File: src/rtl/gate_mon_pkg.sv
// gate_mon_pkg: read-FSM state encoding and default widths shared by the activity monitor
package gate_mon_pkg;
  typedef enum logic [1:0] {IDLE = 2'b00, LATCH = 2'b01, ACK = 2'b10} rd_state_t;
  localparam int CNT_W_DEF = 16;
  localparam int SYNC_STAGES_DEF = 2;
endpackage

File: src/rtl/activity_channel.sv
// activity_channel: synchronizes one probe, detects rising edges, counts them with saturation
module activity_channel
  import gate_mon_pkg::*;
#(
  parameter int CNT_W = CNT_W_DEF,
  parameter int SYNC_STAGES = SYNC_STAGES_DEF
) (
  input  logic             CLK,
  input  logic             RESET,
  input  logic             ENB,
  input  logic             CLR,
  input  logic             probe,
  output logic [CNT_W-1:0] count,
  output logic             sat
);
  logic [SYNC_STAGES-1:0] s;
  logic prev;
  logic inc;
  assign inc = ENB & s[SYNC_STAGES-1] & ~prev & ~&count;
  // prev follows the synchronizer even while disabled, so re-enabling never fakes an edge
  always_ff @(posedge CLK) begin
    if (RESET) begin
      s <= '0;
      prev <= 1'b0;
      count <= '0;
      sat <= 1'b0;
    end else begin
      s <= {s[SYNC_STAGES-2:0], probe};
      prev <= s[SYNC_STAGES-1];
      count <= CLR ? '0 : count + CNT_W'(inc);
      sat <= ~CLR & (sat | (inc & (count == ~CNT_W'(1))));
    end
  end
endmodule

File: src/rtl/gate_activity_monitor.sv
// gate_activity_monitor: per-gate rising-edge counters with a request/acknowledge readout port
module gate_activity_monitor
  import gate_mon_pkg::*;
#(
  parameter int N_CH = 4,
  parameter int CNT_W = CNT_W_DEF,
  parameter int SYNC_STAGES = SYNC_STAGES_DEF,
  parameter int SEL_W = 2
) (
  input  logic             CLK,
  input  logic             RESET,
  input  logic             ENB,
  input  logic             CLR,
  input  logic [N_CH-1:0]  PROBE,
  input  logic             RD_REQ,
  input  logic [SEL_W-1:0] RD_SEL,
  output logic             RD_ACK,
  output logic [CNT_W-1:0] RD_DATA,
  output logic [N_CH-1:0]  SAT,
  output logic             ANY_SAT
);
  rd_state_t state, nxt;
  logic [SEL_W-1:0] sel_q;
  logic [CNT_W-1:0] cnt [N_CH];
  logic [CNT_W-1:0] mux;
  for (genvar i = 0; i < N_CH; i++) begin : g_ch
    activity_channel #(.CNT_W(CNT_W), .SYNC_STAGES(SYNC_STAGES)) u_ch (
      .CLK(CLK), .RESET(RESET), .ENB(ENB), .CLR(CLR), .probe(PROBE[i]),
      .count(cnt[i]), .sat(SAT[i])
    );
  end
  // out-of-range selects fall through to zero
  always_comb begin
    mux = '0;
    for (int i = 0; i < N_CH; i++) mux = (sel_q == SEL_W'(i)) ? cnt[i] : mux;
  end
  always_comb begin
    nxt = IDLE;
    nxt = (state == IDLE && RD_REQ) ? LATCH : (state == LATCH) ? ACK : IDLE;
  end
  always_ff @(posedge CLK) begin
    if (RESET) begin
      state <= IDLE;
      sel_q <= '0;
      RD_ACK <= 1'b0;
      RD_DATA <= '0;
      ANY_SAT <= 1'b0;
    end else begin
      state <= nxt;
      sel_q <= (state == IDLE && RD_REQ) ? RD_SEL : sel_q;
      RD_ACK <= (state == LATCH);
      RD_DATA <= (state == LATCH) ? mux : RD_DATA;
      ANY_SAT <= |SAT;
    end
  end
endmodule

File: config.mk
export PLATFORM = sky130hd
export DESIGN_NAME = gate_activity_monitor
export DESIGN_NICKNAME = d
export VERILOG_FILES = /design/src/rtl/gate_mon_pkg.sv /design/src/rtl/activity_channel.sv /design/src/rtl/gate_activity_monitor.sv
export SDC_FILE = /design/constraint.sdc
export NUM_CORES = 1
export LEC_CHECK = 0
export ABC_CLOCK_PERIOD_IN_PS = 5250
export CAP_MARGIN = 20
export CORE_ASPECT_RATIO = 0.8
export CORE_MARGIN = 1
export CORE_UTILIZATION = 62
export CTS_BUF_LIST = sky130_fd_sc_hd__clkbuf_8 sky130_fd_sc_hd__clkbuf_16
export CTS_CLUSTER_SIZE = 25
export DETAILED_ROUTE_END_ITERATION = 16
export PLACE_DENSITY = 0.86
export RECOVER_POWER = 100
export SLEW_MARGIN = 20
export SYNTH_ARGS = -nofsm -noshare
export SYNTH_HDL_FRONTEND = slang
export SYNTH_SLANG_ARGS = --single-unit
File: constraint.sdc
create_clock -name CLK -period 5.25 [get_ports CLK]
set_input_delay 1.05 -clock CLK [delete_from_list [all_inputs] [get_ports CLK]]
set_output_delay 1.05 -clock CLK [all_outputs]
set_load 0.02 [all_outputs]
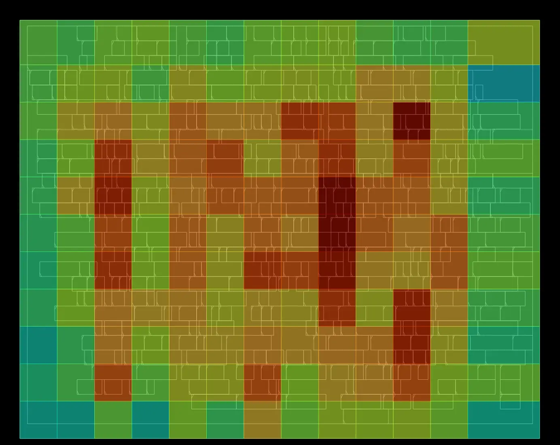
(images/final_congestion.png)
grt met3 use: 0.0714
final design utilization: 0.710
global route hottest layer: met2

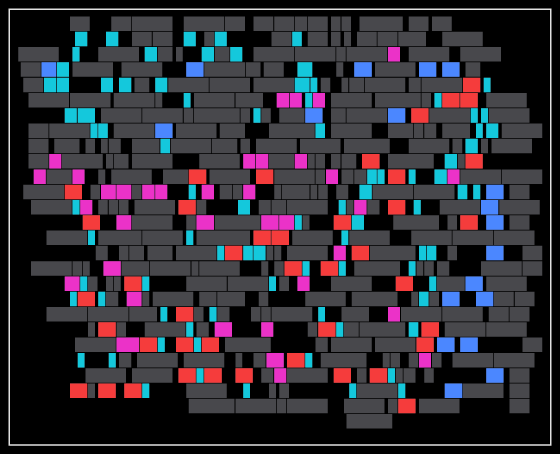
(images/gate_families.png)
- NOR gates: cyan (cells 84; where all over the die)
- XOR/XNOR gates: red (cells 42)
- AND and OR gates: magenta (cells 36)
- AND-OR and OR-AND gates: blue (cells 19)
combinational share of cell area: 0.451
Non-Filler Instances: 551
Top cell excl fill/tap: dfxtp_1

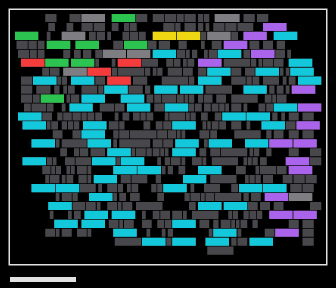
(images/registers.png)
Bar = 20 um. Other sequential cells in the stronger gray, the rest of the logic in the fainter gray.
- g_ch.u_ch.sat: red (flops 4)
- state: yellow (flops 2)
- g_ch.u_ch.count: cyan (flops 64)
- RD_DATA: purple (flops 16)
- g_ch.u_ch.s: green (flops 8; where upper left)
Register Area: 0.00204 mm^2
Seq/total area: 0.419
sequential power: 789 uW

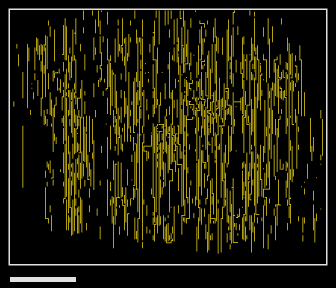
(images/met2.png)
Bar = 20 um.
- nets with wire on the layer: 415
- wire length on this layer: 4340 um
vias: 3427
drt total wl: 9590 um

-- cell type report --
| cell class | count | area (um^2) | share of cell area |
|---|---|---|---|
| Multi-Input combinational cell | 308 | 2200 | 0.451 |
| Sequential cell | 102 | 2040 | 0.419 |
| Timing Repair Buffer | 33 | 328 | 0.0673 |
| Clock buffer | 10 | 138 | 0.0282 |
| Tap cell | 87 | 109 | 0.0223 |
| Clock inverter | 6 | 37.5 | 0.00770 |
| Inverter | 5 | 18.8 | 0.00385 |
-- metrics by stage --
| stage | hold WS [ns] | power [mW] | setup slack, ns | cell area [um^2] | utilization |
|---|---|---|---|---|---|
| after floorplan | 0.414 | 0.833 | 2.81 | 4390 | - |
| after global placement | 0.418 | 0.844 | 1.79 | 4690 | 0.684 |
| after detailed placement | 0.436 | 0.847 | 1.78 | 4700 | 0.685 |
| after CTS | 0.459 | 1.29 | 2.17 | 4880 | 0.711 |
| after global routing | 0.463 | 1.32 | 1.38 | 4870 | 0.710 |
| final | 0.455 | 1.28 | 1.62 | 4870 | 0.710 |
-- logic make-up after synthesis --
| group | share of synthesized area |
|---|---|
| DFF | 0.465 |
| adders and majority gates | 0.0257 |
| AOI/OAI and AO/OA | 0.0821 |
| muxes | 0.0830 |
| and+or+nand+nor | 0.228 |
| buffers and inverters | 0.0325 |
| xor gates and xnor gates | 0.0838 |
-- power breakdown --
part           internal, mW  switching (mW)  leakage (nW)
registers             0.779         0.00981         0.824
clock network         0.184           0.266        0.0899
logic                0.0182          0.0209         0.796
total                 0.981           0.296          1.71
-- layer usage --
metal | up-vias | global-route usage
li1 | 1617 | -
met5 | - | 0
met2 | 137 | 0.441
met1 | 1656 | 0.402
met3 | 17 | 0.0714
met4 | 0 | 0.0597
==> summary.txt <==
fresh numbers from the pnr run: max-slew violation count 76, global-route wire length before repair roughly 16000 um, critical path arrival slightly below 4 ns, crit path launch RESET, Post-synth EDFFs 0, grt ovf 0, max_slew headroom -0.323, number of post-CTS setup repair buffers 0, DR WL/cell 17.4 um, Final Cycle Share 0.692, Clock Sinks about 100, Top-area cell share 0.465, CTS clk-pin slew, worst paths 0.09 ns, Syn. warnings 0, Layout fillers 494, outcome finished with violations, reg-to-reg critical path endpoint g_ch[0].u_ch.count[10], # H-tree levels 3, Die X between 90 and 100 um, Worst Path Max Fanout between 50 and 60, DIE AREA ~0.0074 mm^2, FP Util 0.640, most frequent cells in the layout dfxtp_1, nor2_1, nand2_1, Num CTS Buffers 9, wl on met1 4400 um, Pre-antenna DRT Iters 5, DR WL met3 between 700 and 800 um, Worst path slowest cell or2_1, CORE AREA 0.00686 mm^2, R2R setup slack ~2.4 ns, total of max-cap violations 2, highest routed layer met4, clk_lat worst skew 0.37 ns, Synth flops 102, Crit path required time roughly 5.5 ns, synthesized cell area between 0.004 and 0.005 mm^2, 1st-iter DRT viols ~420, P_leak 1.71 nW, worst slew pin tran roughly 2 ns, PwrDens 262 mW/mm^2, Mean Syn Cell Area 10.0 um^2, Total Routing Usage GR 0.285, Ant. Diodes 0, worst path cell trace dlygate4sd3_1 > or2_1 > or4_1 > o21ai_0, placed cells 535, Crit path depth 4, DRC Markers 0, Post-CTS Hold Fix Bufs 0, Ports 33, CP max stage delay around 1.5 ns, IO Port Bufs 32, Yosys Instances 437, peak supply drop around 140 uV, HP Class flop to flop, CP Class input port to flop, vias in the first global route between 3000 and 4000, vias per cell 6.22, Final GP Congestion slightly above 0.9, Root Buffer Master clkbuf_8, FMAX about 280 MHz, final hold violation count 0, top_reg_cell synth dfxtp_1, worst path bufs/invs 1, cells on worst reg2reg path 9, largest net degree at the start of global routing ~58, Syn Nets 457, Setup crit end g_ch[2].u_ch.count[10], final setup TNS 0 ns, post-route ant nets 0, met2 wire len approximately 4300 um, synth cell count leaders dfxtp_1, nor2_1, nand2_1, xor2_1, xnor2_1, r2r startpoint g_ch[0].u_ch.count[5], crit start category input port, count leader, synth dfxtp_1, top cells, area dfxtp_1, mux4_2, xor2_1, ys async rst share 0, Hold Path End g_ch[0].u_ch.s[1], nets@finish about 480, min-delay src g_ch[0].u_ch.s[0], clock tree buffer depth 2, Cells after Synth around 440, PostCTS Resize Cnt 0, Worst Hold Depth 1, CP top delay family simple AND/OR/NAND/NOR gates, initial antenna violation count 0, Cell Type Count 40, failing checks max-capacitance violations, max-slew violations, chip height about 77 um, count of final setup violators 0, P&R area growth vs syn 11.0%, # rows 27, Detailed Place HPWL 6870 um, tool warnings 27, RSZ-0062 raised after global routing no, Synth Seq Share 0.465, Largest Register g_ch.u_ch.count, CTS tree built, crit end category flop, max reg flops between 60 and 70, layout cells sized above 1 0.0776, synthesis area per yosys between 0.004 and 0.005 mm^2, post-synth top area cell dfxtp_1, skew final between 0.008 and 0.009 ns, min Tclk post-route approximately 3.6 ns, Largest regs g_ch.u_ch.count x64, RD_DATA x16, g_ch.u_ch.s x8
Power figures rest on the tool's default switching activity, not on a simulated workload.
